Met1 routing:
Scale: 3 px per um. Supply wires on this layer in gray.
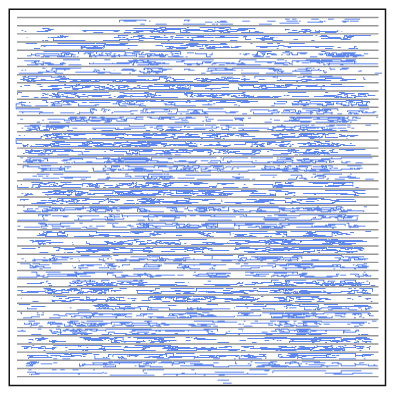
Met2 routing:
Scale: 2 px per um. Cells faint in the background.
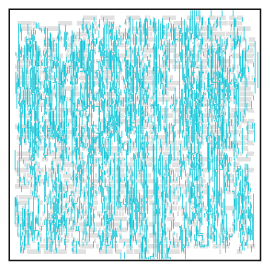
M3 wires:
Scale: 3 px per um.
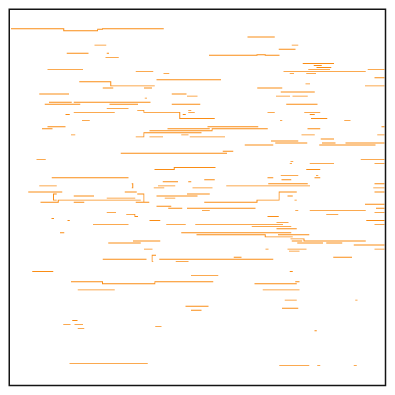
--- src/rtl/qrs_interval_meter.sv ---
// qrs_interval_meter: beat-timing unit that sits after the R-peak detector.
// It measures the R-R interval with refractory gating and a missed-beat
// timeout. It measures the QRS width on the Nth falling slope edge after a
// peak. It keeps a running average of R-R and flags irregular beats against it.
module qrs_interval_meter #(
  parameter int CNT_W     = 12,
  parameter int QRS_LIMIT = 30,
  parameter int QRS_EDGES = 2,
  parameter int REFRACT   = 72,
  parameter int RR_MAX    = 2000,
  parameter int AVG_LOG2  = 3,
  parameter int IRR_SHIFT = 2
) (
  input  logic             clk,
  input  logic             rst,
  input  logic             sample_en,
  input  logic             r_peak_i,
  input  logic             slope_i,
  output logic [CNT_W-1:0] rr_int,
  output logic             rr_valid,
  output logic [CNT_W-1:0] qrs_width,
  output logic             qrs_valid,
  output logic [CNT_W-1:0] rr_avg,
  output logic             avg_valid,
  output logic             irregular,
  output logic             missed_beat
);

  localparam int DEPTH  = 1 << AVG_LOG2;
  localparam int SUM_W  = CNT_W + AVG_LOG2;
  localparam int FILL_W = AVG_LOG2 + 1;
  localparam int EDGE_W = 3;

  localparam logic [CNT_W-1:0]  CNT_MAX     = '1;
  localparam logic [CNT_W-1:0]  REFRACT_C   = CNT_W'(REFRACT);
  localparam logic [CNT_W-1:0]  RR_MAX_C    = CNT_W'(RR_MAX);
  localparam logic [CNT_W-1:0]  QRS_LIMIT_C = CNT_W'(QRS_LIMIT);
  localparam logic [EDGE_W-1:0] EDGES_C     = EDGE_W'(QRS_EDGES);
  localparam logic [FILL_W-1:0] FILL_FULL   = FILL_W'(DEPTH);

  // IDLE: no reference beat yet; REFRACTORY: peaks ignored; TRACK: waiting for next beat
  typedef enum logic [1:0] {
    S_IDLE    = 2'd0,
    S_REFRACT = 2'd1,
    S_TRACK   = 2'd2
  } state_t;

  state_t state_q, state_d;

  logic [CNT_W-1:0]    cnt_q, cnt_d;
  logic                slope_q, slope_d;
  logic [EDGE_W-1:0]   edge_cnt_q, edge_cnt_d;
  logic [CNT_W-1:0]    rr_int_q, rr_int_d;
  logic                rr_valid_q, rr_valid_d;
  logic [CNT_W-1:0]    qrs_width_q, qrs_width_d;
  logic                qrs_valid_q, qrs_valid_d;
  logic [CNT_W-1:0]    rr_avg_q, rr_avg_d;
  logic                avg_valid_q, avg_valid_d;
  logic                irregular_q, irregular_d;
  logic                missed_beat_q, missed_beat_d;
  logic                avg_upd_q, avg_upd_d;
  logic [SUM_W-1:0]    sum_q, sum_d;
  logic [AVG_LOG2-1:0] wr_ptr_q, wr_ptr_d;
  logic [FILL_W-1:0]   fill_q, fill_d;
  logic [CNT_W-1:0]    ring_q [DEPTH];
  logic [CNT_W-1:0]    ring_d [DEPTH];

  // Shared decode of the current cycle's events
  logic             accept;
  logic             capture;
  logic [CNT_W-1:0] cnt_inc;
  logic             refract_done;
  logic             timeout;
  logic             edge_hit;
  logic [CNT_W-1:0] rr_diff;
  logic [CNT_W-1:0] irr_thr;

  assign accept       = r_peak_i && (state_q != S_REFRACT);
  assign capture      = accept && (state_q == S_TRACK);
  assign cnt_inc      = (cnt_q == CNT_MAX) ? cnt_q : cnt_q + CNT_W'(1);
  assign refract_done = sample_en && (cnt_inc >= REFRACT_C);
  assign timeout      = (state_q == S_TRACK) && !accept && sample_en && (cnt_inc >= RR_MAX_C);
  assign edge_hit     = sample_en && slope_q && !slope_i && (state_q != S_IDLE)
                        && !accept && (edge_cnt_q < EDGES_C);
  assign rr_diff      = (cnt_q >= rr_avg_q) ? cnt_q - rr_avg_q : rr_avg_q - cnt_q;
  assign irr_thr      = rr_avg_q >> IRR_SHIFT;

  // State register
  always_ff @(posedge clk) begin
    // NOTE: sequential state uses non-blocking assignments so every flop samples pre-edge values.
    if (rst) state_q <= S_IDLE;
    else     state_q <= state_d;
  end

  // Next-state: a peak restarts refractory, the counter ends it, the timeout drops the reference
  always_comb begin
    state_d = state_q;
    case (state_q)
      S_IDLE:    if (accept) state_d = S_REFRACT;
      S_REFRACT: if (refract_done) state_d = S_TRACK;
      S_TRACK: begin
        if (accept)       state_d = S_REFRACT;
        else if (timeout) state_d = S_IDLE;
      end
      default:   state_d = S_IDLE;
    endcase
  end

  // Datapath next values: counter, QRS edges, interval capture and averaging
  always_comb begin
    // NOTE: every signal gets a default first, so no path through this block can infer a latch.
    cnt_d         = cnt_q;
    slope_d       = slope_q;
    edge_cnt_d    = edge_cnt_q;
    rr_int_d      = rr_int_q;
    rr_valid_d    = 1'b0;
    qrs_width_d   = qrs_width_q;
    qrs_valid_d   = 1'b0;
    rr_avg_d      = rr_avg_q;
    avg_valid_d   = avg_valid_q;
    irregular_d   = 1'b0;
    missed_beat_d = 1'b0;
    avg_upd_d     = 1'b0;
    sum_d         = sum_q;
    wr_ptr_d      = wr_ptr_q;
    fill_d        = fill_q;
    ring_d        = ring_q;

    // Sample counter; an accepted peak wins over a same-cycle increment
    if (accept || timeout) cnt_d = '0;
    else if (sample_en)    cnt_d = cnt_inc;

    if (sample_en) slope_d = slope_i;

    // QRS window closes on the Nth falling edge after the peak
    if (accept) begin
      edge_cnt_d = '0;
    end else if (edge_hit) begin
      edge_cnt_d = edge_cnt_q + EDGE_W'(1);
      if ((edge_cnt_q == EDGES_C - EDGE_W'(1)) && (cnt_q <= QRS_LIMIT_C)) begin
        qrs_width_d = cnt_q;
        qrs_valid_d = 1'b1;
      end
    end

    missed_beat_d = timeout;

    // Interval capture: cnt still holds the pre-peak count; irregular uses the old average
    if (capture) begin
      rr_int_d         = cnt_q;
      rr_valid_d       = 1'b1;
      irregular_d      = avg_valid_q && (rr_diff > irr_thr);
      ring_d[wr_ptr_q] = cnt_q;
      sum_d            = sum_q - SUM_W'(ring_q[wr_ptr_q]) + SUM_W'(cnt_q);
      wr_ptr_d         = wr_ptr_q + AVG_LOG2'(1);
      fill_d           = (fill_q == FILL_FULL) ? fill_q : fill_q + FILL_W'(1);
      avg_upd_d        = 1'b1;
    end

    // Average output follows the sum one cycle later
    if (avg_upd_q) begin
      rr_avg_d    = CNT_W'(sum_q >> AVG_LOG2);
      avg_valid_d = (fill_q == FILL_FULL);
    end
  end

  // Datapath registers
  always_ff @(posedge clk) begin
    if (rst) begin
      cnt_q         <= '0;
      slope_q       <= 1'b1;
      edge_cnt_q    <= '0;
      rr_int_q      <= '0;
      rr_valid_q    <= 1'b0;
      qrs_width_q   <= '0;
      qrs_valid_q   <= 1'b0;
      rr_avg_q      <= '0;
      avg_valid_q   <= 1'b0;
      irregular_q   <= 1'b0;
      missed_beat_q <= 1'b0;
      avg_upd_q     <= 1'b0;
      sum_q         <= '0;
      wr_ptr_q      <= '0;
      fill_q        <= '0;
      // NOTE: the history ring is small flop storage and is cleared with everything else,
      // so unfilled slots read as zero and a reset discards old history.
      for (int i = 0; i < DEPTH; i++) ring_q[i] <= '0;
    end else begin
      cnt_q         <= cnt_d;
      slope_q       <= slope_d;
      edge_cnt_q    <= edge_cnt_d;
      rr_int_q      <= rr_int_d;
      rr_valid_q    <= rr_valid_d;
      qrs_width_q   <= qrs_width_d;
      qrs_valid_q   <= qrs_valid_d;
      rr_avg_q      <= rr_avg_d;
      avg_valid_q   <= avg_valid_d;
      irregular_q   <= irregular_d;
      missed_beat_q <= missed_beat_d;
      avg_upd_q     <= avg_upd_d;
      sum_q         <= sum_d;
      wr_ptr_q      <= wr_ptr_d;
      fill_q        <= fill_d;
      ring_q        <= ring_d;
    end
  end

  assign rr_int      = rr_int_q;
  assign rr_valid    = rr_valid_q;
  assign qrs_width   = qrs_width_q;
  assign qrs_valid   = qrs_valid_q;
  assign rr_avg      = rr_avg_q;
  assign avg_valid   = avg_valid_q;
  assign irregular   = irregular_q;
  assign missed_beat = missed_beat_q;

endmodule

--- config.mk ---
export PLATFORM = sky130hd
export DESIGN_NAME = qrs_interval_meter
export DESIGN_NICKNAME = d
export VERILOG_FILES = /design/src/rtl/qrs_interval_meter.sv
export SDC_FILE = /design/constraint.sdc
export NUM_CORES = 1
export LEC_CHECK = 0
export ABC_AREA = 1
export CORE_MARGIN = 2
export CORE_UTILIZATION = 66
export DETAILED_ROUTE_END_ITERATION = 12
export HOLD_SLACK_MARGIN = 0.05
export PLACE_DENSITY_LB_ADDON = 0.1
export SYNTH_ARGS = -nofsm -noshare
export SYNTH_HDL_FRONTEND = slang
export SYNTH_SLANG_ARGS = --single-unit
--- constraint.sdc ---
create_clock -name clk -period 9 [get_ports clk]
set_clock_uncertainty 0.05 [all_clocks]
set_input_delay 2.7 -clock clk [delete_from_list [all_inputs] [get_ports clk]]
set_output_delay 2.7 -clock clk [all_outputs]
set_load 0.02 [all_outputs]
==> tab_implementation.tex <==
% Table of physical implementation metrics
\begin{tabular}{lr}
\hline
Metric & Value \\
\hline
\multicolumn{2}{l}{\textbf{Final layout}} \\
\quad Synthesis-to-layout area growth & 10.7\% \\
\quad Fill cells & 1,195 \\
\quad Comb gates & 930 \\
\quad Most area-hungry cell class in the final design & multi-input combinational cells \\
\quad Seq area share & 33.2\% \\
\quad Multi-input gate share of the layout cell area & 49.0\% \\
\quad Nonclk inv count & 154 \\
\quad Non-clk buf share & 4.92\% \\
\quad Bufs w/o clock & 55 \\
\quad Sequential cell count & 177 \\
\quad MI comb area & 5230 um\^{}2 \\
\multicolumn{2}{l}{\textbf{Worst setup path}} \\
\quad Crit path capture type & register \\
\quad CP Capture Point & ring\_q[75] \\
\quad WP depth & 10 \\
\quad R2R setup slack & 4.42 ns \\
\quad Critical Path Slowest Stage Cell & nor2\_2 \\
\quad Buf/Inv on CP & 4 \\
\quad Startpoint class of the critical path & input pin \\
\quad CP Data Arrival Time & 5.44 ns \\
\quad Highest cell delay on the worst timing path & 0.59 ns \\
\multicolumn{2}{l}{\textbf{Synth}} \\
\quad Count leader, synth & o21ai\_0 \\
\quad Commonest flop & dfxtp\_1 \\
\quad Post-synthesis sequential element count & 177 \\
\quad Number of distinct library cells after synthesis & 45 \\
\quad Flip-flops with a built-in enable & 0 \\
\quad Area share of the largest cell type after synthesis & 36.7\% \\
\quad Syn Nets & 1,406 \\
\quad Most frequent cells after synthesis & o21ai\_0, a21oi\_1, dfxtp\_1 \\
\quad Warnings, synthesis & 0 \\
\quad Largest area contributor in the synthesized netlist & dfxtp\_1 \\
\quad Main area contributors & dfxtp\_1, o21ai\_0, a21oi\_1 \\
\quad Chip area from the yosys synthesis statistics & 9650 um\^{}2 \\
\quad Synthesized-area fraction occupied by ao, oa, aoi and oai cells & 24.0\% \\
\quad Simple share & 17.5\% \\
\multicolumn{2}{l}{\textbf{Clocking}} \\
\quad \# clock sinks & 177 \\
\quad Worst-skew pair later-pin latency & 0.43 ns \\
\quad Setup Fix Bufs, Post-CTS & 0 \\
\quad Number of CTS-inserted buffers & 17 \\
\quad Clk Tree Root Cell & clkbuf\_16 \\
\quad Clock-pin slew on the worst setup and hold paths & 0.07 ns \\
\quad H-tree depth & 4 \\
\multicolumn{2}{l}{\textbf{Detailed routing}} \\
\quad Total length of routed met3 wires & 1550 um \\
\quad Ratio of routed vias to standard cells & 5.89 \\
\quad Uppermost layer routed & met4 \\
\quad Remaining antenna violation count after routing & 0 \\
\multicolumn{2}{l}{\textbf{Timing}} \\
\quad Minimum period implied by the final worst setup slack & 5.14 ns \\
\quad Final cycle utilization of the critical path & 57.1\% \\
\quad Total negative slack & 0 ns \\
\quad Count of endpoints failing setup in the final report & 0 \\
\quad Final Hold Violation Tally & 0 \\
\quad Post-Route Hold Slack & 0.392 ns \\
\quad Worst slew margin & 26.1\% \\
\multicolumn{2}{l}{\textbf{Placement}} \\
\quad Count of port buffers added during placement & 45 \\
\quad Final RePlAce weighted congestion & 0.969 \\
\quad Dpl hpwl & 17,600 um \\
\quad Post-placement cell count & 1,500 \\
\multicolumn{2}{l}{\textbf{Floorplan}} \\
\quad Count of standard-cell rows & 44 \\
\quad Die H & 125 um \\
\quad Tap Cells & 184 \\
\multicolumn{2}{l}{\textbf{GRT}} \\
\quad Highest-utilization routing layer at the global route stage & met2 \\
\quad Global router's overall resource usage & 33.2\% \\
\quad Global route overflow & 0 \\
\quad Global-route wire length before repair & 41,600 um \\
\multicolumn{2}{l}{\textbf{Status}} \\
\quad Status & complete, no violations \\
\multicolumn{2}{l}{\textbf{Min path}} \\
\quad Worst min-delay path startpoint & qrs\_width[8] \\
\quad Worst Hold Path Cells & 2 \\
\multicolumn{2}{l}{\textbf{Power}} \\
\quad Worst vdd ir & 0.183 mV \\
\quad Power density normalized to cell area & 175 nW/um\^{}2 \\
\multicolumn{2}{l}{\textbf{Job}} \\
\quad Tool warnings & 42 \\
\quad Max capacitance violation total & 0 \\
\hline
\end{tabular}
## Picture notes: 'met1 routing'
nets with wire on the layer	1,320
longest straight run	45.5 um
via count of the routed design: 9,026
met1 Use GR: 44.9%
wirelength, routed: 25,700 um

## Picture notes: 'met2 routing'
longest straight run	45.9 um
nets with wire on the layer	1,123
main direction	vertical

## Picture notes: 'M3 wires'
longest straight run	37.7 um
nets with wire on the layer	125
share of all routed wire	6.0%

sequential cells by signal, summed over array words and instances (netlist names), 2 cells and up:
name        flops
ring_q         96
sum_q          15
cnt_q          12
qrs_width      12
rr_avg         12
rr_int         12
fill_q          4
edge_cnt_q      3
wr_ptr_q        3
state_q         2
metrics by stage:
step	util [%]	area, um^2	setup WS (ns)	total power [uW]
after floorplan	-	9650	5.19	1090
after global placement	70.1	10100	3.62	1160
after detailed placement	70.1	10100	3.46	1160
after CTS	74.1	10700	3.89	1870
after global routing	74.1	10700	3.51	1950
final	74.1	10700	3.86	1870
power by group:
part / leakage (uW) / internal, uW / total (uW) / switching [uW]
clock: 0.000277 / 390 / 719 / 329
combinational: 0.00297 / 127 / 346 / 219
sequential: 0.00143 / 795 / 805 / 9.71
total: 0.00467 / 1310 / 1870 / 558
Power is estimated from default activity; no workload was simulated.
